===== src/rtl/au_cnt_gray.sv =====
// -----------------------------------------------------------------------------
// au_cnt_gray
// Registered Gray-code up/down counter with a lockstep binary image.
// Used for clock-domain-crossing FIFO pointers where downstream comparators
// need both the Gray and the binary form of the same count.
//
// Parameters:
//   WIDTH : count word length in bits (2..32)
//   ARCH  : 0 = Gray->binary, +/-1, binary->Gray
//           1 = direct Gray step by the parity / lowest-set-bit rule
//           Both architectures produce identical outputs.
//
// Ports:
//   clk    in   rising-edge clock
//   rst_n  in   synchronous active-low reset
//   clr    in   synchronous clear to zero
//   load   in   synchronous parallel load of d
//   d      in   Gray-coded load value (WIDTH)
//   en     in   count enable, one step per enabled cycle
//   dn     in   direction, 0 = up, 1 = down (sampled only when en=1)
//   z      out  Gray-coded count, registered (WIDTH)
//   z_bin  out  binary equivalent of z, registered (WIDTH)
//   tc     out  terminal-count flag, registered one-cycle pulse
//
// Build option:
//   AU_CNT_GRAY_SAT_EN : when defined the counter saturates at the ends of
//   its range instead of wrapping; tc then pulses on each blocked step.
//   Priority per edge: rst_n, clr, load, en.
// -----------------------------------------------------------------------------
module au_cnt_gray #(
  parameter int WIDTH = 8,
  parameter int ARCH  = 0
) (
  input  logic             clk,
  input  logic             rst_n,
  input  logic             clr,
  input  logic             load,
  input  logic [WIDTH-1:0] d,
  input  logic             en,
  input  logic             dn,
  output logic [WIDTH-1:0] z,
  output logic [WIDTH-1:0] z_bin,
  output logic             tc
);

  localparam logic [WIDTH-1:0] ZERO = {WIDTH{1'b0}};
  localparam logic [WIDTH-1:0] ONE  = {{(WIDTH-1){1'b0}}, 1'b1};
  // Gray code of the all-ones binary value: MSB only.
  localparam logic [WIDTH-1:0] MAXG = {1'b1, {(WIDTH-1){1'b0}}};

  // Prefix XOR from the MSB down converts Gray to binary.
  function automatic logic [WIDTH-1:0] gray2bin(input logic [WIDTH-1:0] g);
    logic [WIDTH-1:0] b;
    b[WIDTH-1] = g[WIDTH-1];
    for (int i = WIDTH - 2; i >= 0; i--) begin
      b[i] = b[i+1] ^ g[i];
    end
    return b;
  endfunction

  function automatic logic [WIDTH-1:0] bin2gray(input logic [WIDTH-1:0] b);
    return b ^ (b >> 1);
  endfunction

  // Parity of a Gray word equals the LSB of its binary value.
  function automatic logic gray_parity(input logic [WIDTH-1:0] g);
    return ^g;
  endfunction

  logic [WIDTH-1:0] r_z;
  logic [WIDTH-1:0] r_bin;
  logic             r_tc;

  logic [WIDTH-1:0] w_nxt_gray;
  logic [WIDTH-1:0] w_nxt_bin;
  logic             w_at_bound;

  generate
    if (ARCH == 0) begin : g_arith
      logic [WIDTH-1:0] w_cur_bin;

      // Convert, add or subtract one in binary, convert back.
      always_comb begin
        w_cur_bin  = gray2bin(r_z);
        if (dn) begin
          w_nxt_bin = w_cur_bin - ONE;
        end else begin
          w_nxt_bin = w_cur_bin + ONE;
        end
        w_nxt_gray = bin2gray(w_nxt_bin);
      end
    end else begin : g_direct
      logic [WIDTH-1:0] w_low;
      logic             w_par;

      // Up: even parity flips bit 0, odd parity flips the bit left of the
      // lowest set bit. Down is the mirror. When that bit would fall off the
      // top (MAXG going up, zero going down) the MSB flips, which is the wrap.
      always_comb begin
        w_par = gray_parity(r_z);
        w_low = r_z & (~r_z + ONE);
        if (w_par == dn) begin
          w_nxt_gray = r_z ^ ONE;
        end else if (!dn && (r_z == MAXG)) begin
          w_nxt_gray = ZERO;
        end else if (dn && (r_z == ZERO)) begin
          w_nxt_gray = MAXG;
        end else begin
          w_nxt_gray = r_z ^ (w_low << 1);
        end
        w_nxt_bin = gray2bin(w_nxt_gray);
      end
    end
  endgenerate

  // A step from the range end in the current direction wraps (or is blocked).
  always_comb begin
    if (dn) begin
      w_at_bound = (r_z == ZERO);
    end else begin
      w_at_bound = (r_z == MAXG);
    end
  end

  // Count register, binary image and terminal-count flag.
  always_ff @(posedge clk) begin
    if (!rst_n) begin
      r_z   <= ZERO;
      r_bin <= ZERO;
      r_tc  <= 1'b0;
    end else if (clr) begin
      r_z   <= ZERO;
      r_bin <= ZERO;
      r_tc  <= 1'b0;
    end else if (load) begin
      r_z   <= d;
      r_bin <= gray2bin(d);
      r_tc  <= 1'b0;
    end else if (en) begin
      if (w_at_bound) begin
`ifdef AU_CNT_GRAY_SAT_EN
        r_z   <= r_z;
        r_bin <= r_bin;
`else
        r_z   <= w_nxt_gray;
        r_bin <= w_nxt_bin;
`endif
        r_tc  <= 1'b1;
      end else begin
        r_z   <= w_nxt_gray;
        r_bin <= w_nxt_bin;
        r_tc  <= 1'b0;
      end
    end else begin
      r_z   <= r_z;
      r_bin <= r_bin;
      r_tc  <= 1'b0;
    end
  end

  assign z     = r_z;
  assign z_bin = r_bin;
  assign tc    = r_tc;

endmodule

===== config.mk =====
export PLATFORM = sky130hd
export DESIGN_NAME = au_cnt_gray
export DESIGN_NICKNAME = d
export VERILOG_FILES = /design/src/rtl/au_cnt_gray.sv
export SDC_FILE = /design/constraint.sdc
export NUM_CORES = 1
export LEC_CHECK = 0
export CORE_MARGIN = 1
export CORE_UTILIZATION = 46
export CTS_CLUSTER_DIAMETER = 30
export DETAILED_ROUTE_END_ITERATION = 7
export GPL_ROUTABILITY_DRIVEN = 0
export PLACE_DENSITY_LB_ADDON = 0.25
export RECOVER_POWER = 25
export SYNTH_ARGS = -nofsm -noshare
export SYNTH_HDL_FRONTEND = slang
export SYNTH_SLANG_ARGS = --single-unit

===== constraint.sdc =====
create_clock -name clk -period 2.95 [get_ports clk]
set_input_delay 0.59 -clock clk [delete_from_list [all_inputs] [get_ports clk]]
set_output_delay 0.59 -clock clk [all_outputs]
set_load 0.05 [all_outputs]

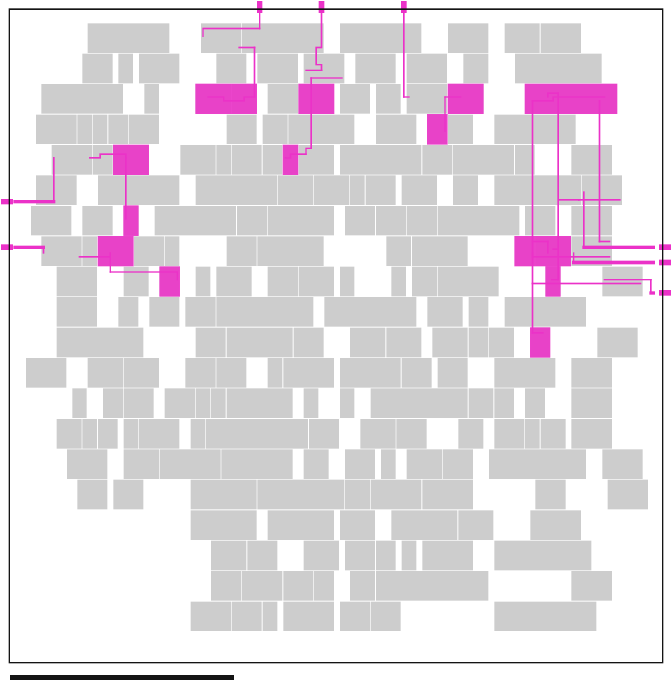
(port wiring)
Scale bar: 20 µm.
[magenta] `d` | bits: 8 | direction: input | edge: 3 top, 3 right, 2 left | end cells: 15 | wire: 192 µm

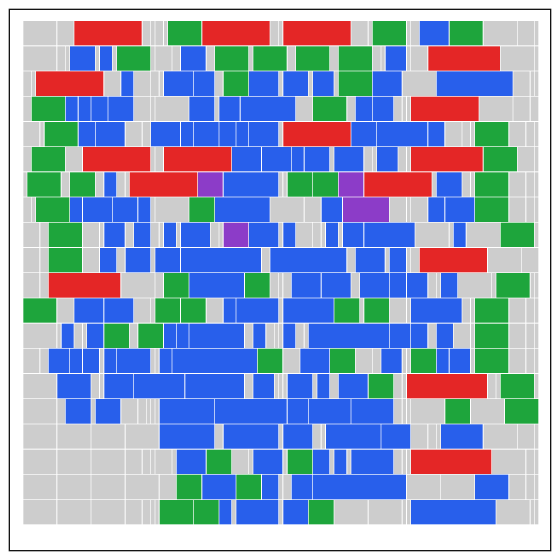
(placed cells, one color a class)
Fill, decap, tap and diode cells in gray.
[purple] clock drivers and dummy loads | cells: 4 | share of their area: 1.8%
[blue] remaining logic cells | cells: 137 | share of their area: 58%
[red] registers | cells: 16 | share of their area: 16%
[green] remaining buffers and delay cells | cells: 54 | share of their area: 24%

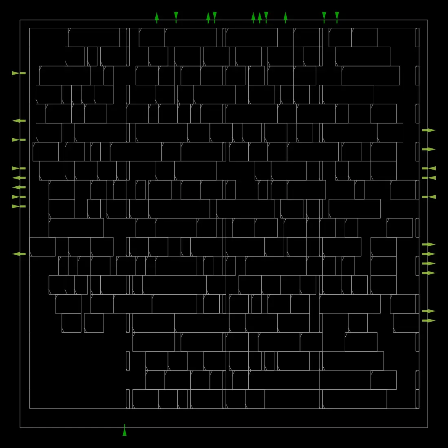
(cell outlines without signal wires)
core area: 3028 µm²
Final Core Density: 69.30%

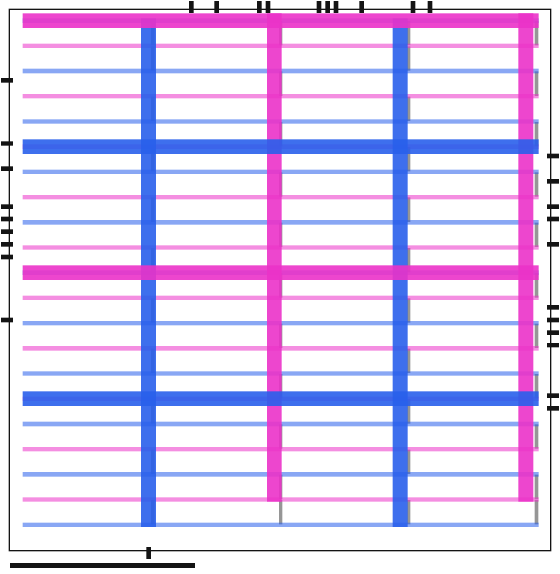
(supply network)
Scale bar: 20 µm. Pins as bars on the die edge. Tap cells in gray.
[magenta] VDD
[blue] VSS
signal pins: 31
met5 straps: 4
met4 straps: 4
rows: 20
tap cells: 44

==> reports/results.ini <==
[synthesis]
synth_area_um2=1456
top_area_share_pct=21.99
synth.distinct_cells=48
ys.flops=16
synth_nets=185
syn_inst=163
synth-async-reset-ratio_pct=0
ys_cells=163
edf_count=0
synth_area_per_cell_um2=8.935
ff_type=dfxtp_1

[finish]
fillCellCount=240
final_nets=234
area_growth_pct=44.07
drive_above_1_share_pct=32.23

[setup_path]
ff2ff_setup_slack_ns=-0.02
endpoint_kind=flop
r2r_end=z[7]
worst_setup_path_start_kind=flop
crit_fanout=4
path_class=flop to flop
worstReg2RegStart=z[7]
arrival_ns=3.17

[clock_network]
root_buffer=clkbuf_4
cts_hold_buf=0
cts.path.max_buffers=2
cts_buffers=3
tritoncts=done
clk_pin_slew_ns=0.10
cts_sinks=16
clock_latency_ns=0.29

[timing]
finalSetupViolations=3
finalHoldViolCount=0
fin_ws_ns=-0.01758
fin_tns_setup_ns=-0.04600
tightest_slew_ns=0.6187
slew_headroom_pct=58.62
slew_violations=0
finClkSkew_ns=0.004266

[global_route]
grt_pass1_vias=1359
grt_max_degree=23
grt_usage_pct=23.29
met3_usage_pct=3.571
grt_pass1_wl_um=6009
use_met1_pct=27.85
grt-ovfl-total=0

[placed_design]
io_buffers=30
dp_hpwl_um=2679

[worst_hold_path]
min_path_type=flop to flop
holdPathStages=2

[route]
drtAntennaViolNets=0
first_pass_iters=4
drc=0
drt-wirelength-per-cell_um=14.96
num_vias=1396

[flow_run]
tool_warnings=29
drv_cap=0

[status]
violations=setup timing
status=complete, but fails checks

[die]
die_x_um=58.27
num_rows=20
initCoreUtil_pct=48.10
die_area_um2=3395

[power]
power.total_mw=2.419
p_per_area_nw_per_um2=1153

[synthesized netlist by cell type (2+ instances only)]
library cell,number
nor3_1,3
buf_2,2
nor2_1,13
ha_1,8
xnor3_2,2
a21oi_1,17
clkbuf_8,2
mux2i_1,2
buf_6,2
dfxtp_1,16
nand2_1,8
nor2b_1,4
o31ai_1,2
xnor2_1,15
or3_1,3
xor2_1,7
a221oi_2,2
nor3b_1,2
a211oi_1,11
xor2_2,3
inv_1,8
clkbuf_1,2
o22ai_1,3
xnor3_1,2
[flip-flops by register name, summed over array words and instances (netlist names)]
register,cells
z,8
tc,1
z_bin,7
[stage by stage]
step | cell area (µm²) | hold WS, ns | std cells | worst slack, ns | utilization [%]
detailed placement | 1934 | 0.5701 | 248 | -0.04030 | 63.88
floorplan | 1509 | 0.6824 | 163 | -0.02956 | -
CTS | 1991 | 0.5833 | 253 | 0.01660 | 65.74
global placement | 1934 | 0.5610 | 248 | 0.03082 | 63.88
global route | 2098 | 0.6053 | 255 | -0.1217 | 69.30
finish | 2098 | 0.5852 | 255 | -0.01758 | 69.30
[cell usage in the layout (no fill, tap or decap), types with 4 or more instances in the layout]
| cell | instances |
|---|---|
| a211oi_1 | 11 |
| a21oi_1 | 13 |
| buf_4 | 24 |
| clkdlybuf4s50_1 | 25 |
| dfxtp_1 | 11 |
| dlygate4sd3_1 | 5 |
| ha_1 | 4 |
| inv_1 | 5 |
| nand2_1 | 6 |
| nor2_1 | 13 |
| nor2b_1 | 4 |
| xnor2_1 | 13 |
| xor2_1 | 7 |
[worst max-delay path by stage]
stage	from	to	slack, ns
after floorplan	z[7]	z[7]	-0.03
after global routing	z[6]	z[7]	-0.12
after detailed placement	dn	z[7]	-0.04
final	z[7]	z[7]	-0.02
after CTS	z[7]	z[7]	0.02
after global placement	d[6]	z_bin[0]	0.03
[metal layers]
metal	part of all wire [%]	wire [µm]
met1	41	1580
met2	53	2027
met3	3.7	142
met4	1.7	63
met5	0	0
[cell families after synthesis]
family	synth area share [%]
xor+xnor	22.94
flops	21.99
buf+inv	8.334
compound gates	23.63
fa+ha+maj	6.873
mux	1.375
simple gates	14.86
[power by group]
part	switching, mW	total (mW)	internal, mW
logic	1.01	1.99	0.978
registers	0.0311	0.278	0.247
clock network	0.0757	0.151	0.0751
[area by class of cell]
type	instances	area [µm²]	share of cell area, %
multi-input cells	128	1159	55.22
repair buffers	54	480.5	22.90
flip-flops and latches	16	331.6	15.80
well taps	44	55.05	2.624
clock buffers	4	36.28	1.729
inverters	9	36.28	1.729
[worst max-delay path: stages (launching register included)]
cell and delay (ns):
dfxtp_4 0.36, inv_2 0.04, ha_4 0.26, xnor3_2 0.31, buf_4 0.18, xnor2_2 0.20
inv_1 0.09, ha_2 0.34, nand2_1 0.07, or2_4 0.27, a21oi_2 0.16, o41ai_2 0.11
or2_1 0.24, a221oi_2 0.24
[what timing repair did]
action	CTS	global route
resized	1	18
setup buffers	1	3
cloned	0	0
pin swaps	0	14
endpoints found under the setup margin	1	5
